===== src/rtl/vedic_pkg.sv =====
`default_nettype none
// ============================================================================
// Module  : vedic_pkg
// Purpose : Shared types and constants for the sequential 8x8 multiplier.
//           FSM state encoding, datapath widths and the per-step shift
//           amounts applied to each nibble partial product.
// Ports   : none (package)
// Revision: 1.0 - initial release
// ============================================================================
package vedic_pkg;

  localparam int STEP_W = 2;
  localparam int NIB_W  = 4;
  localparam int PROD_W = 16;

  typedef enum logic [1:0] {
    ST_IDLE = 2'd0,
    ST_MUL  = 2'd1,
    ST_DONE = 2'd2
  } state_t;

  // Shift applied to the partial product of each step:
  // step0 aL*bL, step1 aH*bL, step2 aL*bH, step3 aH*bH.
  localparam logic [3:0] SHIFT_STEP0 = 4'd0;
  localparam logic [3:0] SHIFT_STEP1 = 4'd4;
  localparam logic [3:0] SHIFT_STEP2 = 4'd4;
  localparam logic [3:0] SHIFT_STEP3 = 4'd8;

  function automatic logic [3:0] step_shift(input logic [STEP_W-1:0] step);
    logic [3:0] sh;
    case (step)
      2'd0:    sh = SHIFT_STEP0;
      2'd1:    sh = SHIFT_STEP1;
      2'd2:    sh = SHIFT_STEP2;
      default: sh = SHIFT_STEP3;
    endcase
    return sh;
  endfunction

endpackage
`default_nettype wire


===== src/rtl/mul4x4_core.sv =====
`default_nettype none
// ============================================================================
// Module  : mul4x4_core
// Purpose : Purely combinational 4x4 unsigned multiplier, 8-bit product.
// Ports   : a_i [3:0]  multiplicand nibble
//           b_i [3:0]  multiplier nibble
//           p_o [7:0]  product a_i*b_i
// Revision: 1.0 - initial release
// ============================================================================
module mul4x4_core
  import vedic_pkg::*;
(
  input  logic [NIB_W-1:0]   a_i,
  input  logic [NIB_W-1:0]   b_i,
  output logic [2*NIB_W-1:0] p_o
);

  // Operands are zero-extended first so the multiply is evaluated at the
  // full product width.
  assign p_o = {{NIB_W{1'b0}}, a_i} * {{NIB_W{1'b0}}, b_i};

endmodule
`default_nettype wire


===== src/rtl/vedic_mul8_seq.sv =====
`default_nettype none
// ============================================================================
// Module  : vedic_mul8_seq
// Purpose : Sequential 8x8 unsigned multiplier built around a single shared
//           4x4 core. Four nibble partial products are formed on successive
//           enabled cycles, shifted and accumulated into a 16-bit result.
//           Optional macro VEDIC_ZERO_SKIP_EN: a zero operand at accept
//           bypasses the multiply steps and completes in one cycle.
// Ports   : clk_i, rst_ni        clock (rising), async active-low reset
//           en_i                 enable; low freezes sequencing
//           in_valid_i/in_ready_o, in_a_i, in_b_i, in_tag_i   request side
//           out_valid_o/out_ready_i, out_p_o, out_tag_o       result side
//           busy_o               high whenever the FSM is not idle
// Revision: 1.0 - initial release
// ============================================================================
module vedic_mul8_seq
  import vedic_pkg::*;
#(
  parameter int TAG_W = 2
) (
  input  logic              clk_i,
  input  logic              rst_ni,
  input  logic              en_i,
  input  logic              in_valid_i,
  output logic              in_ready_o,
  input  logic [7:0]        in_a_i,
  input  logic [7:0]        in_b_i,
  input  logic [TAG_W-1:0]  in_tag_i,
  output logic              out_valid_o,
  input  logic              out_ready_i,
  output logic [PROD_W-1:0] out_p_o,
  output logic [TAG_W-1:0]  out_tag_o,
  output logic              busy_o
);

`ifdef VEDIC_ZERO_SKIP_EN
  localparam bit ZERO_SKIP = 1'b1;
`else
  localparam bit ZERO_SKIP = 1'b0;
`endif

  state_t              state_q;
  logic [STEP_W-1:0]   step_q;
  logic [PROD_W-1:0]   acc_q;
  logic [PROD_W-1:0]   acc_d;
  logic [7:0]          a_q;
  logic [7:0]          b_q;
  logic [TAG_W-1:0]    tag_q;
  logic                out_valid_q;
  logic [PROD_W-1:0]   out_p_q;
  logic [TAG_W-1:0]    out_tag_q;

  logic [NIB_W-1:0]    core_a;
  logic [NIB_W-1:0]    core_b;
  logic [2*NIB_W-1:0]  pp;

  // Core operands come only from registered operands, so there is no
  // combinational path from in_* to out_*. step[0] picks the high nibble
  // of a, step[1] the high nibble of b.
  always_comb begin
    core_a = step_q[0] ? a_q[7:4] : a_q[3:0];
    core_b = step_q[1] ? b_q[7:4] : b_q[3:0];
  end

  mul4x4_core u_core (
    .a_i (core_a),
    .b_i (core_b),
    .p_o (pp)
  );

  // Max total is 0xFE01, so the 16-bit sum never wraps.
  assign acc_d = acc_q + ({{(PROD_W-2*NIB_W){1'b0}}, pp} << step_shift(step_q));

  // Gated with rst_ni so in_ready reads low throughout reset.
  assign in_ready_o  = (state_q == ST_IDLE) && en_i && rst_ni;
  assign busy_o      = (state_q != ST_IDLE);
  assign out_valid_o = out_valid_q;
  assign out_p_o     = out_p_q;
  assign out_tag_o   = out_tag_q;

  always_ff @(posedge clk_i or negedge rst_ni) begin
    if (!rst_ni) begin
      state_q     <= ST_IDLE;
      step_q      <= '0;
      acc_q       <= '0;
      a_q         <= '0;
      b_q         <= '0;
      tag_q       <= '0;
      out_valid_q <= 1'b0;
      out_p_q     <= '0;
      out_tag_q   <= '0;
    end else begin
      case (state_q)
        ST_IDLE: begin
          if (in_valid_i && en_i) begin
            a_q    <= in_a_i;
            b_q    <= in_b_i;
            tag_q  <= in_tag_i;
            acc_q  <= '0;
            step_q <= '0;
            if (ZERO_SKIP && ((in_a_i == 8'd0) || (in_b_i == 8'd0))) begin
              state_q     <= ST_DONE;
              out_valid_q <= 1'b1;
              out_p_q     <= '0;
              out_tag_q   <= in_tag_i;
            end else begin
              state_q <= ST_MUL;
            end
          end
        end
        ST_MUL: begin
          if (en_i) begin
            acc_q  <= acc_d;
            step_q <= step_q + 2'd1;
            if (step_q == 2'd3) begin
              state_q     <= ST_DONE;
              out_valid_q <= 1'b1;
              out_p_q     <= acc_d;
              out_tag_q   <= tag_q;
            end
          end
        end
        ST_DONE: begin
          // Output handshake does not depend on en.
          if (out_ready_i) begin
            out_valid_q <= 1'b0;
            state_q     <= ST_IDLE;
          end
        end
        default: begin
          state_q     <= ST_IDLE;
          out_valid_q <= 1'b0;
        end
      endcase
    end
  end

endmodule
`default_nettype wire


===== config.mk =====
export PLATFORM = sky130hd
export DESIGN_NAME = vedic_mul8_seq
export DESIGN_NICKNAME = d
export VERILOG_FILES = /design/src/rtl/vedic_pkg.sv /design/src/rtl/mul4x4_core.sv /design/src/rtl/vedic_mul8_seq.sv
export SDC_FILE = /design/constraint.sdc
export NUM_CORES = 1
export LEC_CHECK = 0
export CORE_MARGIN = 5
export CORE_UTILIZATION = 51
export DETAILED_ROUTE_END_ITERATION = 8
export GPL_ROUTABILITY_DRIVEN = 0
export PLACE_DENSITY = 0.74
export SETUP_SLACK_MARGIN = 0.15
export SLEW_MARGIN = 5
export SYNTH_ARGS = -nofsm -noshare
export SYNTH_HDL_FRONTEND = slang
export SYNTH_HIERARCHICAL = 1
export SYNTH_SLANG_ARGS = --single-unit

===== constraint.sdc =====
create_clock -name clk_i -period 4 [get_ports clk_i]
set_input_delay 1 -clock clk_i [delete_from_list [all_inputs] [get_ports clk_i]]
set_output_delay 1 -clock clk_i [all_outputs]
set_load 0.01 [all_outputs]

Figure 1. M1 wires (run 1).
Cells faint in the background.
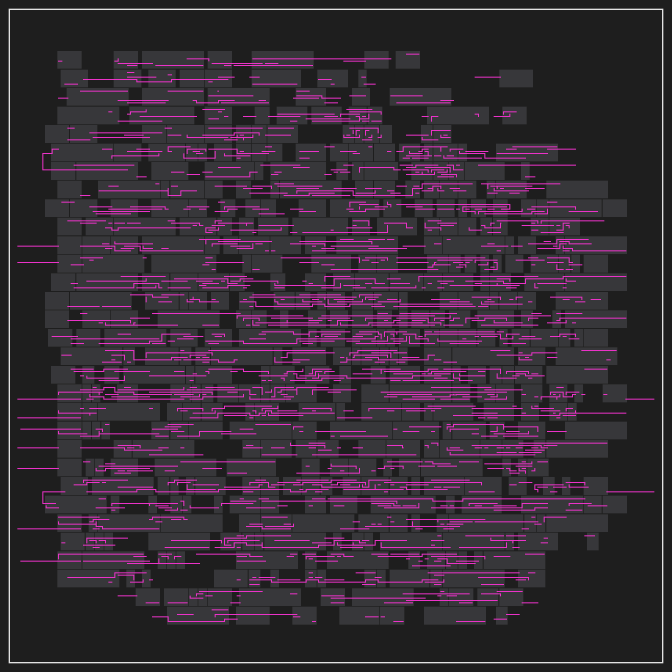
- wire length on this layer: 4110 µm
- nets with wire on the layer: 491
- longest straight run: 20.2 µm
- share of all routed wire: 42%
M1 GR Usage: 0.273
final wirelength: 9820 µm
Vias: 3348

Figure 2. Signal wires on met2 (run 1).
Scale bar: 20 µm.
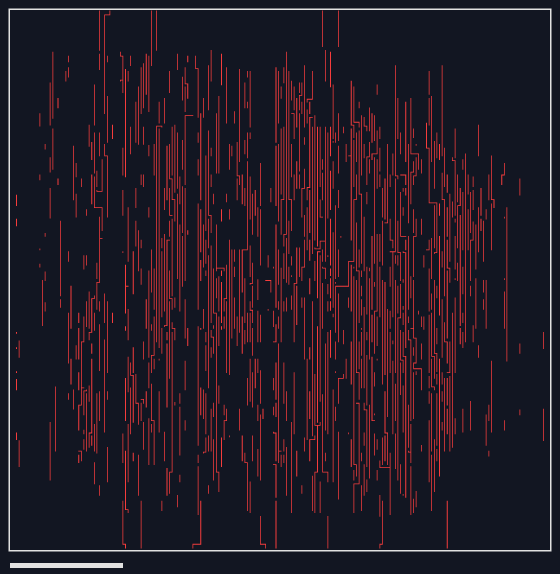
- wire length on this layer: 4940 µm
- main direction: vertical
- nets with wire on the layer: 475

Figure 3. The metal 3 layer (run 1).
Scale bar: 20 µm.
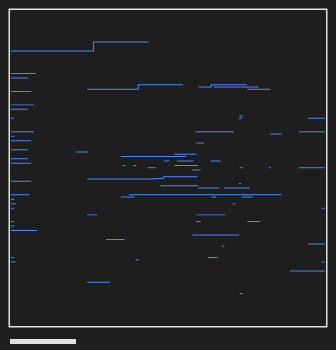
- share of all routed wire: 4.7%
- nets with wire on the layer: 56
- longest straight run: 46.0 µm

==> impl_metrics.env, run 1 <==
# source this file to load flow results
export IMPL_r2r_start="step_q[1]$_DFFE_PN0P_"
export IMPL_cts_buffers=9
export IMPL_drt_iter0_markers=125
export IMPL_failed_checks="negative setup slack"
export IMPL_fin_skew_ns=0.0179
export IMPL_n_clock_buffer=13
export IMPL_top_usage_layer="met2"
export IMPL_report_final_setup_viol=22
export IMPL_setup_slack_ns=-0.427
export IMPL_place_ws_ns=-0.528
export IMPL_lay_top_count="nand2_1"
export IMPL_status="finished with violations"
export IMPL_fp_utilization=0.519
export IMPL_fin_area_um2=5240
export IMPL_wl_met2_um=4940
==> run 2: changes to the inputs <==
RECOVER_POWER = 50   (was default)
Figure 4. The metal 3 layer (run 2).
Scale bar: 20 µm.
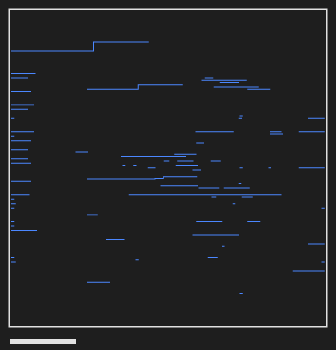
- wire length on this layer: 460 µm
- longest straight run: 46.0 µm
- share of all routed wire: 4.7%
- main direction: horizontal
final wirelength: 9810 µm
Vias: 3352
grt met3 use: 0.0430

==> run 2 against run 1 <==
  * The run still ends with negative setup slack left
  * Flip-flop count did not move
  * Fmax barely moved
  * Sequential share of layout area about the same
  * Synthesized cell count stayed put
  * Count of clock-buffer cells in the layout unchanged
  * Setup slack better by 0.0025 ns
  * Wire length is essentially flat
  * Clock skew hardly changed
  * Hold slack about the same
  * Critical path type unchanged
==> impl_metrics.env, run 2 <==
# source this file to load flow results
export IMPL_grt_max_degree=58
export IMPL_rrSetupSlack_ns=-0.42
export IMPL_holdBufCountCts=0
export IMPL_ctsResizeCount=37
export IMPL_worstSetupEndpointType="register"
export IMPL_io_pins=44
export IMPL_drc=0
export IMPL_synthTopCellsByCount="nand2_1, dfrtp_1, ha_1"
export IMPL_fmax_ghz=0.226
export IMPL_netlist_area_um2=3750
export IMPL_period_used=1.11
export IMPL_cts_sinks=57
export IMPL_min_from="out_p_o[3]$_DFFE_PN0P_"
export IMPL_r2r_start="step_q[1]$_DFFE_PN0P_"
export IMPL_n_clock_buffer=13
export IMPL_ys_sh_aoi=0.159
export IMPL_failed_checks="negative setup slack"
export IMPL_setup_slack_ns=-0.425
export IMPL_critPathArrivalTime_ns=4.69
export IMPL_drt_iter0_markers=124
export IMPL_cts_buffers=9
export IMPL_final_core_util=0.726
export IMPL_status="finished with violations"
export IMPL_num_nonclk_inverters=6
export IMPL_min_to="out_p_o[3]$_DFFE_PN0P_"
export IMPL_top_usage_layer="met2"
export IMPL_ant_nets=0
export IMPL_cts_setup_buffers=7
export IMPL_die_y_um=95.7
export IMPL_place_ws_ns=-0.528
export IMPL_report_final_setup_viol=22
export IMPL_met1_usage=0.273
export IMPL_fp_utilization=0.519
export IMPL_synth_warnings=6
export IMPL_fin_area_um2=5240
export IMPL_clk_share=0.0380
export IMPL_fin_skew_ns=0.0183
export IMPL_placed_area_um2=4640
export IMPL_lay_top_count="nand2_1"
export IMPL_wl_met2_um=4940
export IMPL_wl_per_cell_um=16.9
export IMPL_cp_slowest_cell="or4b_1"
